Power grid:
Bar = 100 um. Pins as bars on the die edge.
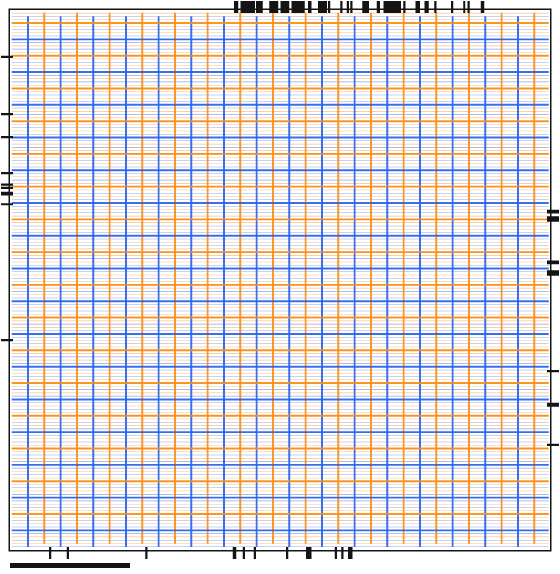
Placement by cell class:
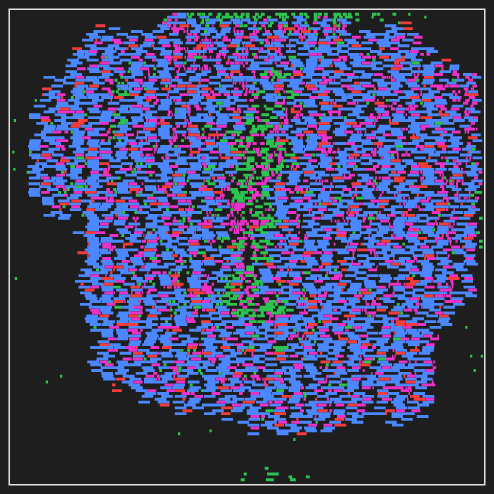
--- src/rtl/mmio_pkg.sv ---
// Address-map helpers and STATUS bit layout for the J17 MMIO data memory.
package mmio_pkg;

  localparam int IN_VALID_BIT = 0;

  function automatic int sw_ofs(input int n_disp);
    return n_disp;
  endfunction

  function automatic int stat_ofs(input int n_disp);
    return n_disp + 1;
  endfunction

  function automatic int ram_base(input int n_disp);
    return n_disp + 2;
  endfunction

endpackage

--- src/rtl/input_sync.sv ---
// Two-flop synchroniser for asynchronous board inputs, with an optional
// rising-edge pulse taken from the synchronised value.
module input_sync #(
  parameter int W    = 1,
  parameter bit EDGE = 1'b0
) (
  input  logic         clock,
  input  logic         reset_n,
  input  logic [W-1:0] d,
  output logic [W-1:0] q,
  output logic [W-1:0] rise
);

  logic [W-1:0] s1, s2;

  // metastability chain
  always_ff @(posedge clock or negedge reset_n) begin
    if (!reset_n) begin
      s1 <= '0;
      s2 <= '0;
    end else begin
      s1 <= d;
      s2 <= s1;
    end
  end

  assign q = s2;

  if (EDGE) begin : g_edge
    logic [W-1:0] s3;
    // previous synchronised value for edge detection
    always_ff @(posedge clock or negedge reset_n) begin
      if (!reset_n) s3 <= '0;
      else          s3 <= s2;
    end
    assign rise = s2 & ~s3;
  end else begin : g_no_edge
    assign rise = '0;
  end

endmodule

--- src/rtl/mmio_data_mem.sv ---
// Data RAM plus MMIO window (displays, switches, input-ready flag) on the
// J17 data port. One-cycle request/ack, full throughput.
module mmio_data_mem
  import mmio_pkg::*;
#(
  parameter int DATA_W = 32,
  parameter int ADDR_W = 10,
  parameter int DEPTH  = 64,
  parameter int N_DISP = 3,
  parameter int IN_W   = 18,
  parameter int SEG_W  = 7
) (
  input  logic                    clock,
  input  logic                    reset_n,
  input  logic                    req,
  input  logic                    write,
  input  logic [ADDR_W-1:0]       addr,
  input  logic [DATA_W-1:0]       wdata,
  output logic [DATA_W-1:0]       rdata,
  output logic                    ack,
  output logic                    err,
  input  logic [IN_W-1:0]         sw,
  input  logic                    bin,
  output logic [N_DISP*SEG_W-1:0] disp
);

  localparam int SW_A   = sw_ofs(N_DISP);
  localparam int ST_A   = stat_ofs(N_DISP);
  localparam int RB     = ram_base(N_DISP);
  localparam int RAM_N  = DEPTH - RB;
  localparam int RAM_AW = (RAM_N > 1) ? $clog2(RAM_N) : 1;

  logic [IN_W-1:0]               sw_s;
  logic [IN_W-1:0]               unused_sw_rise;
  logic                          unused_bin_q;
  logic                          bin_rise;
  logic [N_DISP-1:0][DATA_W-1:0] disp_reg;
  logic [DATA_W-1:0]             mem [RAM_N];
  logic                          in_valid;

  logic [31:0]       a32;
  logic              is_sw, is_stat, is_ram, is_ill, bad;
  logic [RAM_AW-1:0] ram_idx;
  logic [DATA_W-1:0] rd_val;

  input_sync #(.W(IN_W), .EDGE(1'b0)) u_sw_sync (
    .clock(clock), .reset_n(reset_n), .d(sw), .q(sw_s), .rise(unused_sw_rise)
  );

  input_sync #(.W(1), .EDGE(1'b1)) u_bin_sync (
    .clock(clock), .reset_n(reset_n), .d(bin), .q(unused_bin_q), .rise(bin_rise)
  );

  // address decode and read-data mux
  always_comb begin
    a32     = 32'(addr);
    is_sw   = (a32 == 32'(SW_A));
    is_stat = (a32 == 32'(ST_A));
    is_ram  = (a32 >= 32'(RB)) && (a32 < 32'(DEPTH));
    is_ill  = (a32 >= 32'(DEPTH));
    ram_idx = RAM_AW'(a32 - 32'(RB));
    bad     = is_ill | (write & (is_sw | is_stat));
    rd_val  = '0;
    for (int k = 0; k < N_DISP; k++)
      if (a32 == 32'(k)) rd_val = disp_reg[k];
    if (is_sw)   rd_val = DATA_W'(sw_s);
    if (is_stat) rd_val[IN_VALID_BIT] = in_valid;
    if (is_ram)  rd_val = mem[ram_idx];
  end

  // display registers keep the full word; only low SEG_W bits reach the pins
  always_ff @(posedge clock or negedge reset_n) begin
    if (!reset_n) begin
      disp_reg <= '0;
    end else begin
      for (int k = 0; k < N_DISP; k++)
        if (req && write && a32 == 32'(k)) disp_reg[k] <= wdata;
    end
  end

  for (genvar k = 0; k < N_DISP; k++) begin : g_disp
    assign disp[k*SEG_W +: SEG_W] = disp_reg[k][SEG_W-1:0];
  end

  // RAM array, deliberately without reset
  always_ff @(posedge clock) begin
    if (req && write && is_ram) mem[ram_idx] <= wdata;
  end

  // sticky input-ready flag: button edge sets, SW read clears, set wins
  always_ff @(posedge clock or negedge reset_n) begin
    if (!reset_n)                    in_valid <= 1'b0;
    else if (bin_rise)               in_valid <= 1'b1;
    else if (req && !write && is_sw) in_valid <= 1'b0;
  end

  // response register: ack/err pulse for one cycle, rdata holds until next read
  always_ff @(posedge clock or negedge reset_n) begin
    if (!reset_n) begin
      ack   <= 1'b0;
      err   <= 1'b0;
      rdata <= '0;
    end else begin
      ack <= req;
      err <= req & bad;
      if (req && !write) rdata <= rd_val;
    end
  end

endmodule

--- config.mk ---
export PLATFORM = sky130hd
export DESIGN_NAME = mmio_data_mem
export DESIGN_NICKNAME = d
export VERILOG_FILES = /design/src/rtl/mmio_pkg.sv /design/src/rtl/input_sync.sv /design/src/rtl/mmio_data_mem.sv
export SDC_FILE = /design/constraint.sdc
export NUM_CORES = 2
export LEC_CHECK = 0
export ABC_CLOCK_PERIOD_IN_PS = 4550
export CAP_MARGIN = 20
export CORE_UTILIZATION = 40
export CTS_CLUSTER_DIAMETER = 150
export DETAILED_ROUTE_END_ITERATION = 10
export PLACE_DENSITY_LB_ADDON = 0.3
export SYNTH_ARGS = -nofsm -noshare
export SYNTH_HDL_FRONTEND = slang
export SYNTH_SLANG_ARGS = --single-unit
--- constraint.sdc ---
create_clock -name clock -period 4.55 [get_ports clock]
set_input_delay 1.365 -clock clock [delete_from_list [all_inputs] [get_ports clock]]
set_output_delay 1.365 -clock clock [all_outputs]
set_load 0.01 [all_outputs]
==> impl_results.rst <==
Metrics
=======

.. list-table::
   :header-rows: 1

   * - Metric
     - Value
   * - Normalized max-slew margin
     - 0.2567
   * - Data required, critical path
     - 5.28 ns
   * - Vias/cell
     - 5.752
   * - Start-to-end type of the worst setup path
     - primary input to flip-flop
   * - Worst supply voltage drop on vdd
     - 0.0004002 V
   * - First-pass iteration count of the detailed router
     - 5
   * - Area of the die
     - 0.2013 mm2
   * - Post-layout instance count excluding filler cells
     - 7,304
   * - Detail Placement HPWL
     - 140.0 mm
   * - Aggregate global-route resource usage
     - 0.2217
   * - Share of cell area taken by flip-flops and latches
     - 0.6346
   * - Count of max-cap constraint violations
     - 0
   * - Outcome
     - complete, no violations
   * - Worst min path class
     - flip-flop to flip-flop
   * - Placed insts
     - 6,919
   * - Largest fanout on the critical path
     - 18
   * - Total clock sinks
     - 2,058
   * - Residual antenna-violating net count after detailed routing
     - 0
   * - Mean instance size in the synthesized netlist
     - 20.17 um2
   * - Iteration-0 DRC Markers
     - 4,567
   * - Non-clk invs
     - 12
   * - Most frequently used cell type in the post-synthesis netlist
     - sky130_fd_sc_hd__edfxtp_1
   * - Post-CTS repair timing setup buffer count
     - 0
   * - Synthesized chip area reported by yosys
     - 0.07982 mm2
   * - Number of distinct library cell variants in the gate-level netlist after synthesis
     - 67
   * - Dominant class by area
     - sequential cells
   * - Synthesized instance count
     - 3,957
   * - Standby leakage power
     - 31.78 nW
   * - Std cell rows
     - 163
   * - Fin area
     - 0.09604 mm2
   * - Count of pins over their slew limit
     - 0
   * - Top flip-flop cell by instance count after synthesis
     - sky130_fd_sc_hd__edfxtp_1
   * - Cts repair resizes
     - 0
   * - Skew final
     - 0.09076 ns
   * - Routed wire length per instance
     - 30.65 um
   * - Cell area after placement
     - 0.08896 mm2
   * - Syn Nets
     - 4,027
About 'power grid':
legend:
  blue:
    net: VSS
  orange:
    net: VDD
rows: 163
met1 rails: 164

About 'placement by cell class':
legend:
  blue:
    class: sequential cells
    cells: 2,058
    share_of_their_area: 66%
  red:
    class: clock drivers and dummy loads
    cells: 374
    share_of_their_area: 7.4%
  magenta:
    class: remaining logic cells
    cells: 1,645
    share_of_their_area: 20%
  green:
    class: remaining buffers and delay cells
    cells: 587
    share_of_their_area: 7.2%

## stage by stage
step           hold slack (ns)  total power [mW]
6_report                0.3484             40.87
5_1_grt                 0.3570             41.96
4_1_cts                 0.3509             41.12
3_5_place_dp            0.3373             24.24
3_3_place_gp            0.3336             24.21
2_1_floorplan           0.3312             22.66
## worst max-delay path: stages
cell                              delay [ns]
sky130_fd_sc_hd__clkdlybuf4s50_1        0.68
sky130_fd_sc_hd__inv_1                  0.16
sky130_fd_sc_hd__buf_4                  0.19
sky130_fd_sc_hd__ha_4                   0.39
sky130_fd_sc_hd__buf_4                  0.18
sky130_fd_sc_hd__buf_12                 0.18
sky130_fd_sc_hd__mux4_2                 0.39
sky130_fd_sc_hd__mux2i_1                0.23
sky130_fd_sc_hd__buf_4                  0.16
sky130_fd_sc_hd__o22ai_1                0.10
sky130_fd_sc_hd__a311oi_1               0.74
sky130_fd_sc_hd__o21ai_1                0.18
sky130_fd_sc_hd__o221a_1                0.25
## power breakdown
group          total, mW  switching [mW]  internal (mW)
logic               3.07            1.79           1.27
clock network       17.0            7.24           9.80
registers           20.8          0.0613           20.7
## worst paths after layout
| kind | from | to | slack, ns | cells after the start |
|---|---|---|---|---|
| max in group asynchronous | reset_n | disp_reg[54] | 2.99 | 2 |
| max reg2reg | mem[49][22] | rdata[22] | 1.82 | 5 |
| min reg2reg | u_sw_sync.s1[7] | u_sw_sync.q[7] | 0.35 | 0 |
| min | u_sw_sync.s1[7] | u_sw_sync.q[7] | 0.35 | 0 |
| max | addr[1] | rdata[22] | 0.03 | 13 |
| min in group asynchronous | reset_n | rdata[21] | 0.53 | 1 |
## layer usage
metal  GRT usage  up-vias  part of all wire
met2      0.3572     1753              0.48
met1      0.3041    22642              0.41
met3     0.03537      351             0.072
met4     0.08383        6             0.039
met5           0        -           0.00015
li1            -    17258                 -
Power is estimated from default activity; no workload was simulated.
